Routed metal per tile:
The bar under the picture is 50 um long. The die is cut into 26 by 26 equal tiles; dark blue is low, red is high, scaled to the fullest tile. Values are wire area over tile area, all layers added.
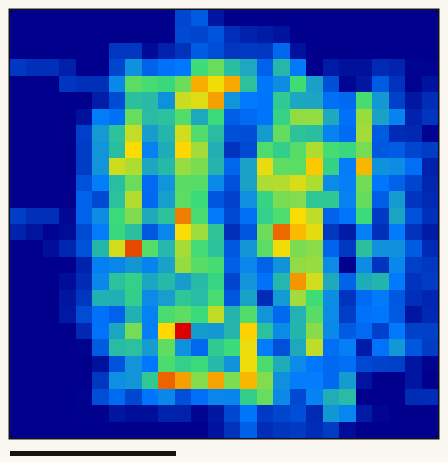
Cell classes on the final placement:
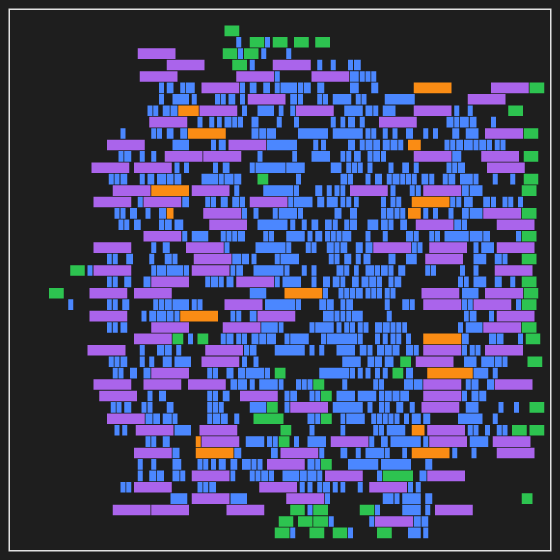
Drive-strength map:
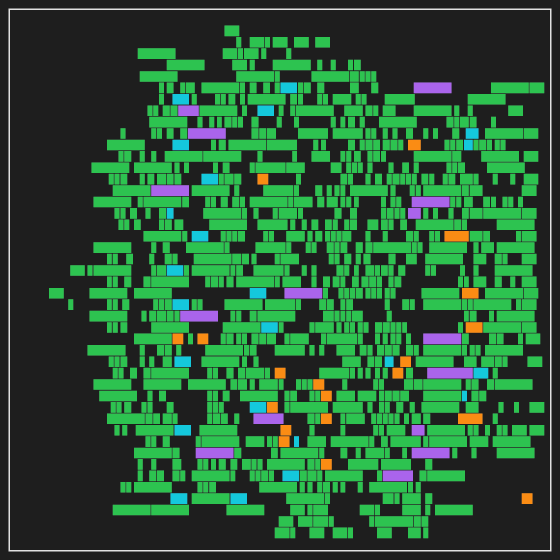
Routing congestion map:
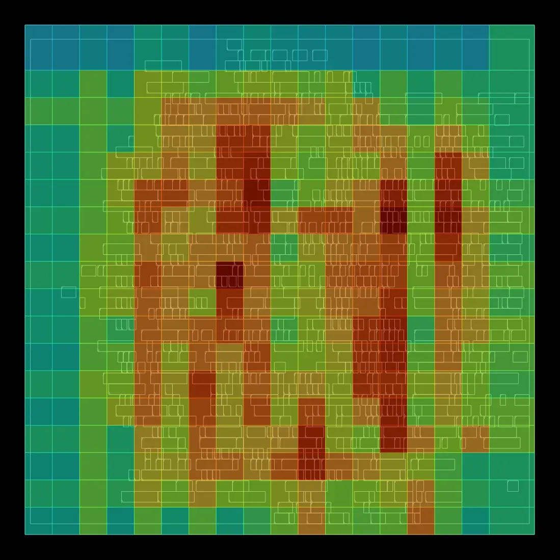
<file path="src/rtl/maf_filter_pipe.sv">
// Running-sum moving-average filter: circular sample window, full-precision
// accumulator, signed/unsigned mode, optional rounding, two-stage pipeline.
module maf_filter_pipe #(
  parameter int DATA_W     = 16,
  parameter int LOG2_DEPTH = 2
) (
  input  logic              clk,
  input  logic              rst,
  input  logic              clear,
  input  logic              sgn,
  input  logic              round_en,
  input  logic              in_valid,
  input  logic [DATA_W-1:0] data_in,
  output logic              out_valid,
  output logic [DATA_W-1:0] data_out,
  output logic              out_full
);

  localparam int DEPTH  = 1 << LOG2_DEPTH;
  localparam int ACC_W  = DATA_W + LOG2_DEPTH;
  localparam int PTR_W  = (LOG2_DEPTH > 0) ? LOG2_DEPTH : 1;
  localparam int FILL_W = LOG2_DEPTH + 1;

  localparam logic [ACC_W-1:0]  RND      = ACC_W'(DEPTH / 2);
  localparam logic [PTR_W-1:0]  PTR_LAST = PTR_W'(DEPTH - 1);
  localparam logic [FILL_W-1:0] FILL_MAX = FILL_W'(DEPTH);

  logic [DATA_W-1:0] buf_reg [DEPTH];
  logic [PTR_W-1:0]  wr_ptr_reg, wr_ptr_next;
  logic [FILL_W-1:0] fill_reg, fill_next;
  logic [ACC_W-1:0]  acc_reg, acc_next;
  logic              v1_reg;

  logic              accept;
  logic [DATA_W-1:0] old_sample;
  logic [ACC_W-1:0]  rnd_sum;
  logic [ACC_W-1:0]  avg_full;
  logic signed [ACC_W-1:0] rnd_sum_s;

  function automatic logic [ACC_W-1:0] ext(input logic [DATA_W-1:0] x, input logic s);
    logic signed [DATA_W-1:0] xs;
    logic [ACC_W-1:0]         r;
    xs = x;
    r  = ACC_W'(x);
    if (s) r = ACC_W'(xs);
    return r;
  endfunction

  always_comb begin
    accept      = in_valid & ~clear;
    old_sample  = buf_reg[wr_ptr_reg];
    wr_ptr_next = (wr_ptr_reg == PTR_LAST) ? '0 : wr_ptr_reg + 1'b1;
    fill_next   = (fill_reg == FILL_MAX) ? fill_reg : fill_reg + 1'b1;
    acc_next    = acc_reg + ext(data_in, sgn) - ext(old_sample, sgn);

    // Headroom in acc guarantees the rounding offset cannot carry out.
    rnd_sum   = acc_reg + (round_en ? RND : '0);
    rnd_sum_s = rnd_sum;
    if (sgn) avg_full = rnd_sum_s >>> LOG2_DEPTH;
    else     avg_full = rnd_sum >> LOG2_DEPTH;
  end

  genvar gi;
  generate
    for (gi = 0; gi < DEPTH; gi++) begin : g_buf
      always_ff @(posedge clk or negedge rst) begin
        if (!rst) begin
          buf_reg[gi] <= '0;
        end else if (clear) begin
          buf_reg[gi] <= '0;
        end else if (accept && (wr_ptr_reg == PTR_W'(gi))) begin
          buf_reg[gi] <= data_in;
        end
      end
    end
  endgenerate

  always_ff @(posedge clk or negedge rst) begin
    if (!rst) begin
      wr_ptr_reg <= '0;
      fill_reg   <= '0;
      acc_reg    <= '0;
      v1_reg     <= 1'b0;
    end else if (clear) begin
      wr_ptr_reg <= '0;
      fill_reg   <= '0;
      acc_reg    <= '0;
      v1_reg     <= 1'b0;
    end else if (accept) begin
      wr_ptr_reg <= wr_ptr_next;
      fill_reg   <= fill_next;
      acc_reg    <= acc_next;
      v1_reg     <= 1'b1;
    end else begin
      v1_reg     <= 1'b0;
    end
  end

  // An in-flight result wins over clear so it emits with its own out_full.
  always_ff @(posedge clk or negedge rst) begin
    if (!rst) begin
      out_valid <= 1'b0;
      data_out  <= '0;
      out_full  <= 1'b0;
    end else begin
      out_valid <= v1_reg;
      if (v1_reg) begin
        data_out <= avg_full[DATA_W-1:0];
        out_full <= (fill_reg == FILL_MAX);
      end else if (clear) begin
        out_full <= 1'b0;
      end
    end
  end

endmodule

</file>
<file path="config.mk">
export PLATFORM = sky130hd
export DESIGN_NAME = maf_filter_pipe
export DESIGN_NICKNAME = d
export VERILOG_FILES = /design/src/rtl/maf_filter_pipe.sv
export SDC_FILE = /design/constraint.sdc
export NUM_CORES = 1
export LEC_CHECK = 0
export ABC_AREA = 1
export CORE_UTILIZATION = 40
export DETAILED_ROUTE_END_ITERATION = 6
export PLACE_DENSITY = 0.69
export SLEW_MARGIN = 20
export SYNTH_ARGS = -nofsm -noshare
export SYNTH_HDL_FRONTEND = slang
export SYNTH_SLANG_ARGS = --single-unit
</file>
<file path="constraint.sdc">
create_clock -name clk -period 3.7 [get_ports clk]
set_clock_uncertainty 0.05 [all_clocks]
set_input_delay 0.74 -clock clk [delete_from_list [all_inputs] [get_ports clk]]
set_output_delay 0.74 -clock clk [all_outputs]
set_load 0.05 [all_outputs]
</file>
==> summary.txt <==
Physical implementation.

- The flow ran to the end, and the final reports show no timing, DRC or antenna violations.
- The number of buffers inserted by port buffering is 39.
- The layer flagged by global routing as most heavily used is met2.
- The clock buffers instantiated in the layout total 11.
- The main area contributors are dfrtp_1 (41%), nand2_1 (13%), nand3_1 (6.2%).
- Counting every instance in the synthesized netlist gives 828.
- Entering global routing, the biggest net connects 55 pins.
- The filler cells instantiated in the layout total 1534.
- The number of flip-flops in the largest register is 64.
- The total die size is 0.0166 mm^2.
- The die width is 129 um.
- Per STA, the worst path accumulates the most delay in the family AND-OR/OR-AND gates.
- The maximum fanout count along the critical path is 17.
- The flow reports that sequential cells draw 30.7% of the design power.
- The sequential standard cell area is 0.00265 mm^2.
- The number of max-slew violations in the final report is 0.
- Between the synthesized netlist and the finished layout, the area growth was recorded as 15.1%.
- The global routing met1 resource utilization is 27.1%.
- The arrival time of data at the worst endpoint is listed as 3.43 ns.
- In the final report, the number of hold violations comes to 0.
- In this run the cell area measured after placement is 0.00709 mm^2.
- The required time of the critical path is 3.90 ns.
- The fraction of the cycle the final worst path needs is 87.3%.
- Sequential cells consume a total of 1.48 mW.
- After the last flow step, the layout net total stands at 928.
- The maximum level of the CTS H-tree is 3.
- After synthesis, the largest area contributor takes up 41.3% of total cell area.
- The layout report gives the register share of total cell area as 35.9%.
- Of the total power, combinational logic draws 48.9%.
- The max-slew headroom at the worst pin is 53.6%.
- The count of buffers added by post-CTS timing repair for setup is 0.
- The most area-hungry cell type in the Yosys netlist is dfrtp_1.
- The maximum count of clock buffers along a single path is 2.
- The post-synth area from yosys stat is 0.00642 mm^2.
- Per the run summary, max-cap violations total 0.
- The proportion of cell area spent on the clock network is 4.11%.
- The setup TNS is 0 ns.
- At the later pin of the worst-skew pair, clock insertion delay measures 0.36 ns.
- The synthesis log from Yosys contains 0 warnings.
- The detail-routed net length per standard cell is 14.4 um.
- According to the floorplan log, the row count is 45.
- The wire-length estimate of the detail-placed layout is 11000 um.
- The number of cells reported by Yosys stat comes to 828.
## Picture notes: 'routed metal per tile'
mean over tiles: 0.15
tiles over half the peak: 16%
nearly empty tiles: 26%
GRT Total Usage: 20.3%
total wirelength of the detailed-routed design: 15500 um
number of vias in the routed layout: 5549

## Picture notes: 'cell classes on the final placement'
legend:
  clock drivers and dummy loads:
    colour: orange
    cells: 16
    share_of_their_area: 4.3%
  flops:
    colour: purple
    cells: 106
    share_of_their_area: 37%
  other buffers and delay cells:
    colour: green
    cells: 54
    share_of_their_area: 7.4%
  all other logic:
    colour: blue
    cells: 693
    share_of_their_area: 51%

## Picture notes: 'drive-strength map'
legend:
  drive 3 to 4:
    colour: orange
    cells: 19
    most_used: buf_4
  drive 2:
    colour: cyan
    cells: 23
    most_used: mux2_2
  drive 1 or less:
    colour: green
    cells: 812
    most_used: nand2_1
  drive 6 and up:
    colour: purple
    cells: 15
    most_used: clkbuf_16

## Picture notes: 'routing congestion map'
GRT met3 Usage: 2.62%
final cell utilization of the core: 47.9%

==> worst max-delay path by stage <==
| stage | from | to | slack (ns) |
|---|---|---|---|
| 5_1_grt | wr_ptr_reg[1] | acc_reg[13] | 0.15 |
| 2_1_floorplan | wr_ptr_reg[0] | acc_reg[15] | 0.79 |
| 4_1_cts | wr_ptr_reg[1] | acc_reg[16] | 0.49 |
| 3_3_place_gp | data_in[2] | acc_reg[16] | 0.38 |
| 3_5_place_dp | data_in[2] | acc_reg[16] | 0.35 |
| 6_report | wr_ptr_reg[1] | acc_reg[16] | 0.47 |
==> per-layer routing <==
layer / routed length, um / vias up
met5: 0 / -
met4: 448 / 0
met3: 687 / 29
met2: 7390 / 164
met1: 7020 / 2626
li1: - / 2730
==> per-stage QoR <==
stage	setup WS (ns)	power, mW
2_1_floorplan	0.793	3.24
3_3_place_gp	0.376	3.81
3_5_place_dp	0.345	3.85
4_1_cts	0.493	4.85
5_1_grt	0.147	5.26
6_report	0.470	4.83
==> cell usage after synthesis <==
library cell,instances
a211oi_1,1
a21o_1,2
a21oi_1,22
a31oi_1,1
and2_1,1
buf_1,1
buf_2,8
buf_4,2
clkbuf_1,18
clkinv_1,1
dfrtp_1,106
fa_1,17
ha_1,25
inv_1,100
inv_2,2
mux2_2,16
nand2_1,228
nand2_4,1
nand3_1,80
nand3_2,1
nand3b_1,2
nand4_1,6
nor2_1,75
nor2_2,2
nor2_4,1
nor3_1,8
nor3_4,2
o21a_1,1
o21ai_0,64
o21ai_1,2
o21ai_2,1
o21bai_1,1
o22ai_1,18
xnor2_1,1
xor2_1,11
==> cells by family after synthesis <==
kind of cell	share of synthesized area (%)
simple gates	26.7
flops	41.3
xor+xnor	1.64
fa+ha+maj	10.2
buf+inv	7.99
mux	2.80
compound gates	9.43
Power figures rest on the tool's default switching activity, not on a simulated workload.
